==> run_1/layers.png <==
The bar under the picture is 20 um long.
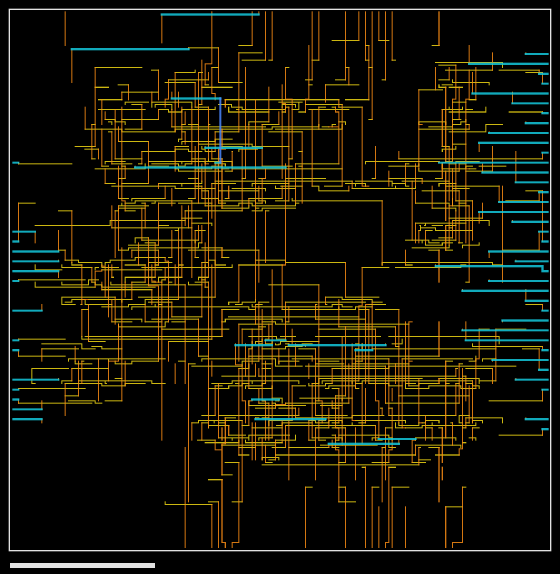
==> run_1/class_map.png <==
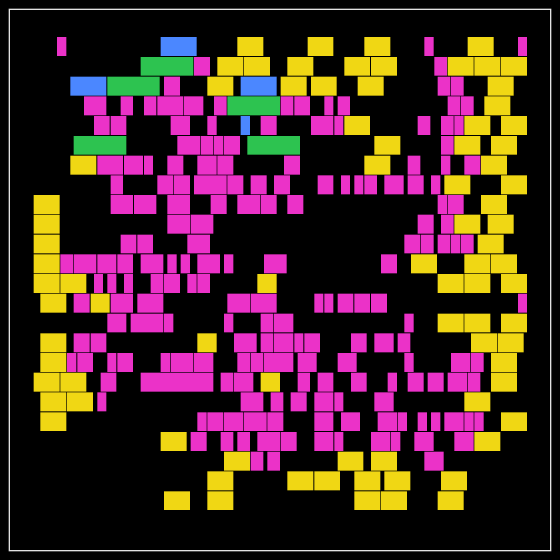
==> run_1/congestion_map.png <==
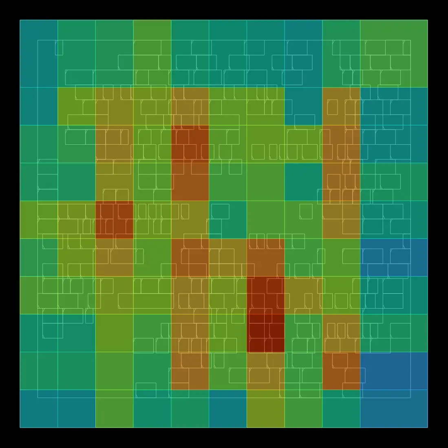
==> config.mk <==
export PLATFORM = sky130hd
export DESIGN_NAME = instr_sequencer
export DESIGN_NICKNAME = d
export VERILOG_FILES = /design/src/rtl/instr_sequencer_pkg.sv /design/src/rtl/instr_sequencer_op_decode.sv /design/src/rtl/instr_sequencer.sv
export SDC_FILE = /design/constraint.sdc
export NUM_CORES = 1
export LEC_CHECK = 0
export CAP_MARGIN = 10
export CORE_MARGIN = 3
export CORE_UTILIZATION = 30
export DETAILED_ROUTE_END_ITERATION = 7
export PLACE_DENSITY_LB_ADDON = 0.1
export SYNTH_ARGS = -nofsm -noshare
export SYNTH_HDL_FRONTEND = slang
export SYNTH_SLANG_ARGS = --single-unit
==> constraint.sdc <==
create_clock -name clock -period 4.8 [get_ports clock]
set_clock_uncertainty 0.05 [all_clocks]
set_input_delay 0.96 -clock clock [delete_from_list [all_inputs] [get_ports clock]]
set_output_delay 0.96 -clock clock [all_outputs]
set_load 0.01 [all_outputs]
==> results.env, run 1 <==
ENABLE_FLOP_CELLS=0
TIMING.FINAL.CRIT_SHARE_PCT=95.4
CTS_BUFFER_DEPTH=2
OUTCOME='finished clean'
R2R_CELLS=4
CHIPAREA_UM2=5540
POST_CTS_HOLD_BUFFER_COUNT=0
POST_DRT_VIA_CELL_RATIO=5.69
NETLIST_TOP_CELLS_COUNT='sky130_fd_sc_hd__nor3_1, sky130_fd_sc_hd__nand2_1, sky130_fd_sc_hd__o31ai_1'
FILLCELLCOUNT=452
LOG.WARNING_COUNT=41
FLOW.AREA_GROWTH_FROM_SYNTHESIS_PCT=55.3
RSZ0062_AT_GRT='no'
POST_LAYOUT_NONFILLER_INSTANCES=331
P_LEAK_uW=0.000692
CELL_BY_CELL_LISTING_OF_THE_CRITICAL_PATH='clkdlybuf4s50_1, xnor2_1, nor3_1, or4_4, o31ai_1, clkdlybuf4s50_1'
SYNTH_SEQ_SHARE_PCT=7.13
SLACK_OF_THE_WORST_REG_TO_REG_PATH_NS=3.18
CTS_NUM_SINKS=5
DPL.HPWL_UM=3770
NETLIST_AREA_UM2=1400
POST-LAYOUT-TOTAL-POWER_uW=217
DETAIL_ROUTE.WL_PER_CELL_UM=14.4
IRDROPWORSTVDD_mV=0.147
POST_CTS.REPAIR.SETUP_BUFFERS=0
CRITICAL_PATH_TOP_DELAY_CELL='sky130_fd_sc_hd__clkdlybuf4s50_1'
POSTLAYOUTSETUPSLACKWORST_NS=0.219
CLKTRANSATPATHREGS_NS=0.03
YS.WARNINGS.COUNT=0
DRT.ANTENNA.VIOLATING_NETS=0
GRT_PASS1_WL_UM=7330
DETAILED_PLACE.AREA_UM2=2140
FIN_HOLD_WS_NS=0.642
CP_SLOWEST_STAGE_DELAY_NS=0.63
DR.PASS1.ITERS=4
ASYNC_RESET_FF_SHARE_PCT=0
YOSYS.CELL_TYPES.COUNT=54
POST-ROUTE-DRC-COUNT=0
CRITPATHCAPTURETYPE='output port'
GRT_PASS1_VIAS=1594
CRITPATHBUFINV=2
LAYOUT_MIN_CYCLE_TIME_NS=4.58
CTS_MADE_BUFFERS=3
POSTSYNTHAREAPERCELL_UM2=6.56
CORE_UM2=4440
TIMING.SETUP.TNS_NS=0
FIN_NETS=316
WORST_SLEW_MARGIN_REL_PCT=48.7
HOLD_PATH_CLASS='flop to flop'
FMAX_GHz=0.218
YOSYS-STAT-AREA_UM2=1400
GR-USAGE-ALL-LAYERS_PCT=15.9
YOSYSTOPAREACELL='sky130_fd_sc_hd__o31ai_1'
DETAIL_ROUTE.ITER0.VIOLATIONS=80
GPL.FINAL_WEIGHTED_CONGESTION=0.886
TRITONCTS='yes'
GRT_OVERFLOW=0
YOSYS_CELLS=214
NUM_IO_PINS=98
HOLD_VIOL=0
SETUP.WORST_PATH.CLASS='input port to output port'
CP_MAX_FO=9
CELLPOWERDENSITY_nW_PER_UM2=99.6
DIEWIDTH_UM=74.4
MAXCAPVIOLCOUNT=0
INSERTEDDIODECOUNT=0
FRACTION_OF_LAYOUT_INSTANCES_USING_A_DRIVE_STRENGTH_ABOVE_1_PCT=6.09
PORT_BUFFERS=78
FINAL-MAX-SLEW-VIOLATION-COUNT=0
Back to the opening pictures, layers.png:
Blue stands for M4, wire length 8.80 um. Yellow stands for M1, wire length 2340 um. Orange stands for M2, wire length 2040 um. Cyan stands for M3, wire length 366 um.
total via count after detailed routing: 1883
routed wire length: 4760 um

Back to the opening pictures, class_map.png:
Magenta stands for remaining logic cells, cells 188. Yellow stands for remaining buffers and delay cells, cells 82. Blue stands for clock drivers and dummy loads, cells 4. Green stands for sequential cells, cells 5.
share of the core filled with cells in the final layout: 49.1%
post-route design area: 2180 um^2
number of standard-cell rows in the floorplan: 24

Back to the opening pictures, congestion_map.png:
most crowded layer after global routing: met2
fraction of met1 tracks used by global routing: 24.5%
met3 capacity usage during global routing: 2.03%
fraction of met2 tracks used by global routing: 24.7%

[run 1: layout make-up]
type	instances	area, um^2	area share, %
multi-input combinational	180	1130	51.8
tap	52	65.1	2.98
timing repair buffer	82	811	37.2
inverter	8	30.0	1.38
sequential	5	100	4.59
clock buffer	4	45.0	2.07
[run 1: logic make-up after synthesis]
logic type / count (synthesis) / share of synthesized area, %
buf+inv: 32 / 13.2
flops: 5 / 7.13
xor+xnor: 4 / 3.83
compound gates: 53 / 27.8
simple gates: 119 / 47.8
other cells: 1 / 0.267
[run 1: metal layers]
| layer | GRT usage (%) | vias up | wire length [um] |
|---|---|---|---|
| met2 | 24.7 | 80 | 2040 |
| li1 | - | 947 | - |
| met5 | 0 | - | 0 |
| met1 | 24.5 | 854 | 2340 |
| met3 | 2.03 | 2 | 365 |
| met4 | 0.593 | 0 | 8 |
[run 1: placed cells by master (no fill, tap or decap), types with 8 or more instances in the layout]
master	n
sky130_fd_sc_hd__clkdlybuf4s50_1	78
sky130_fd_sc_hd__nand2_1	19
sky130_fd_sc_hd__nand2b_1	9
sky130_fd_sc_hd__nand3_1	8
sky130_fd_sc_hd__nor2_1	13
sky130_fd_sc_hd__nor3_1	20
sky130_fd_sc_hd__nor4_1	11
sky130_fd_sc_hd__o31ai_1	16
[run 1: power by group]
part / total, uW / switching [uW] / internal [uW]
Clock: 76.6 / 19.7 / 56.9
Sequential: 49.6 / 6.04 / 43.6
Combinational: 90.9 / 50.2 / 40.7
==> run 2, diff against run 1 <==
--- a/config.mk
+++ b/config.mk
@@ -8,6 +8,7 @@
 export CAP_MARGIN = 10
 export CORE_MARGIN = 3
 export CORE_UTILIZATION = 30
+export CTS_CLUSTER_DIAMETER = 200
 export DETAILED_ROUTE_END_ITERATION = 7
 export PLACE_DENSITY_LB_ADDON = 0.1
 export SYNTH_ARGS = -nofsm -noshare
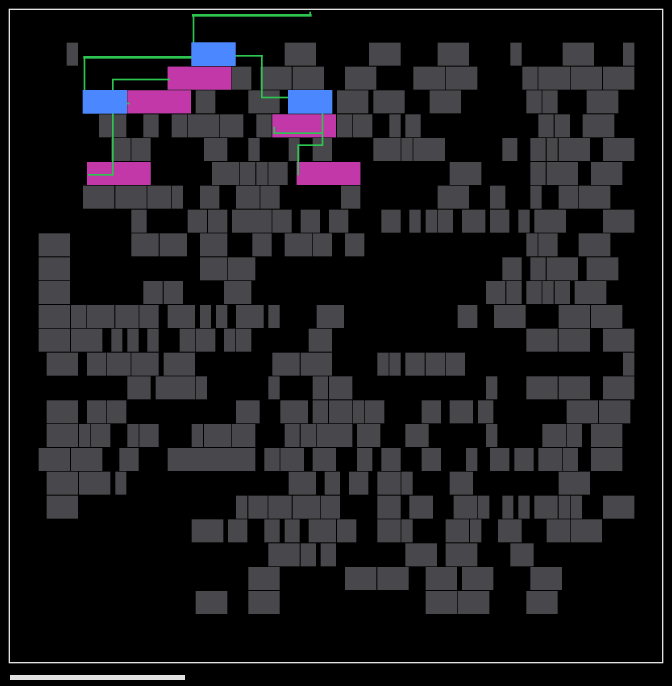
(run_2/clock_wires.png)
The bar under the picture is 20 um long.
Magenta stands for flip-flops, count 5. Blue stands for clock-net drivers, count 3. Green stands for clock wires, length 89.7 um.
There are 4 routed clock nets.
Power Clock: 76.6 uW
Clk pwr share: 35.3%
clk ins delay skew pair: 0.22 ns

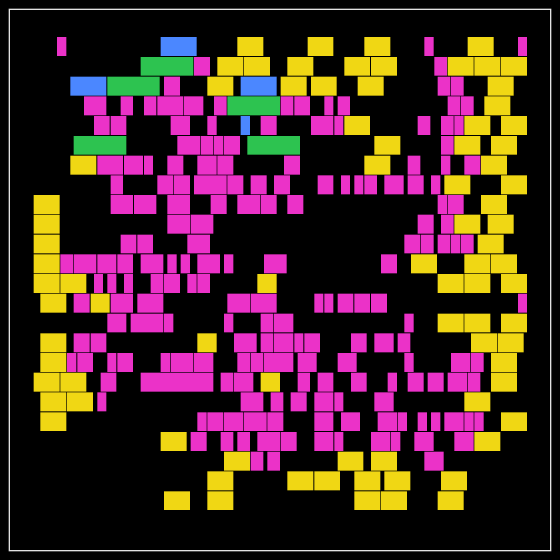
(run_2/class_map.png)
Magenta stands for remaining logic cells, cells 188. Yellow stands for remaining buffers and delay cells, cells 82. Green stands for sequential cells, cells 5. Blue stands for clock drivers and dummy loads, cells 4.
Core Box Area: 4440 um^2
proportion of cell area occupied by registers: 4.59%

==> results.env, run 2 <==
POST_CTS.REPAIR.SETUP_BUFFERS=0  # unchanged
CTS_MADE_BUFFERS=3  # unchanged
R2R_CELLS=4  # unchanged
SLACK_OF_THE_WORST_REG_TO_REG_PATH_NS=3.18  # about the same
SYNTH.MUX.AREA_FRACTION_PCT=0  # unchanged
CRITPATHCAPTURETYPE='output port'
TOP_LOGIC_KIND='simple AND/OR/NAND/NOR gates'
DIEWIDTH_UM=74.4  # unchanged
YS.WARNINGS.COUNT=0  # unchanged
CP_SLOWEST_STAGE_DELAY_NS=0.63  # about the same
TOTAL_VIA_COUNT_AFTER_DETAILED_ROUTING=1883  # unchanged
SYNTH_SEQ_SHARE_PCT=7.13  # unchanged
ROUTE.FINAL.WIRE_LENGTH_UM=4760  # unchanged
POSTSYNTHAREAPERCELL_UM2=6.56  # unchanged
CHIPAREA_UM2=5540  # unchanged
IRDROPWORSTVDD_mV=0.147  # unchanged
FIN_HOLD_WS_NS=0.642  # unchanged
TIMING.FINAL.CRIT_SHARE_PCT=95.4  # unchanged
YS_SH_XOR_PCT=3.83  # unchanged
MAXCAPVIOLCOUNT=0  # unchanged
MOST-COMMON-LAYOUT-CELLS='sky130_fd_sc_hd__clkdlybuf4s50_1, sky130_fd_sc_hd__nor3_1, sky130_fd_sc_hd__nand2_1, sky130_fd_sc_hd__o31ai_1, sky130_fd_sc_hd__nor2_1'
ENABLE_FLOP_CELLS=0  # unchanged
NUM_IO_PINS=98  # unchanged
HOLD_PATH_CLASS='flop to flop'
POST-LAYOUT-TOTAL-POWER_uW=217  # unchanged
SYNTHAOIAREAFRAC_PCT=27.8  # unchanged
YOSYSTOPAREACELL='sky130_fd_sc_hd__o31ai_1'
SETUP.WORST_PATH.CLASS='input port to output port'
GRT_OVERFLOW=0  # unchanged
MOSTFREQUENTLAYOUTCELL='sky130_fd_sc_hd__clkdlybuf4s50_1'
OUTCOME='finished clean'
DETAIL_ROUTE.WL_PER_CELL_UM=14.4  # unchanged
INSERTEDDIODECOUNT=0  # unchanged
FRACTION_OF_LAYOUT_INSTANCES_USING_A_DRIVE_STRENGTH_ABOVE_1_PCT=6.09  # unchanged
YOSYS-STAT-AREA_UM2=1400  # unchanged
CRITICAL_PATH_TOP_DELAY_CELL='sky130_fd_sc_hd__clkdlybuf4s50_1'
YOSYS.CELL_TYPES.COUNT=54  # unchanged
CTS_BUFFER_DEPTH=2  # unchanged
POST_DRT_VIA_CELL_RATIO=5.69  # unchanged
DRT.ANTENNA.VIOLATING_NETS=0  # unchanged
YOSYS_CELLS=214  # unchanged
DR.PASS1.ITERS=4  # unchanged
PORT_BUFFERS=78  # unchanged
POST_CTS_HOLD_BUFFER_COUNT=0  # unchanged
RSZ0062_AT_GRT='no'
GR-USAGE-ALL-LAYERS_PCT=15.9  # unchanged
P_LEAK_uW=0.000692  # unchanged
TRITONCTS='yes'
CELLPOWERDENSITY_nW_PER_UM2=99.6  # unchanged
POST-ROUTE-DRC-COUNT=0  # unchanged
FLOW.AREA_GROWTH_FROM_SYNTHESIS_PCT=55.3  # unchanged
FIN_NETS=316  # unchanged
TIMING.SETUP.TNS_NS=0  # unchanged
GPL.FINAL_WEIGHTED_CONGESTION=0.886  # unchanged
YS_SH_SIMPLE_PCT=47.8  # unchanged
FINAL-MAX-SLEW-VIOLATION-COUNT=0  # unchanged
HOLD_VIOL=0  # unchanged
[run 2: final cells by class]
type,instances,area (um^2)
Fill cell,452,2260
Multi-Input combinational cell,180,1130
Timing Repair Buffer,82,811
Sequential cell,5,100
Tap cell,52,65.1
Clock buffer,4,45.0
Inverter,8,30.0
[run 2: power by group]
group          switching (uW)  internal, uW  total [uW]
logic                    50.2          40.7        90.9
clock network            19.7          56.9        76.6
registers                6.04          43.6        49.6
[run 2: critical path: cells and delay by family]
| kind | cells | cell delay, ns |
|---|---|---|
| buffers and inverters | 2 | 1.21 |
| AND/OR/NAND/NOR | 2 | 0.73 |
| XOR/XNOR | 1 | 0.44 |
| AND-OR/OR-AND | 1 | 0.23 |
[run 2: layer usage]
layer	vias up	share of wire (%)	GRT usage [%]
met5	-	0	0
met4	0	0.17	0.593
met3	2	7.7	2.03
met2	80	43	24.7
met1	854	49	24.5
li1	947	-	-
[run 2: per-stage QoR]
stage          instance area (um^2)  cells
3_5_place_dp                   2140    327
5_1_grt                        2180    331
3_3_place_gp                   2140    327
2_1_floorplan                  1420    217
6_report                       2180    331
4_1_cts                        2180    331
[run 2: cells by family after synthesis]
family | count (synthesis)
flops | 5
simple gates | 119
compound gates | 53
xor+xnor | 4
other cells | 1
buf+inv | 32
Power figures rest on the tool's default switching activity, not on a simulated workload.
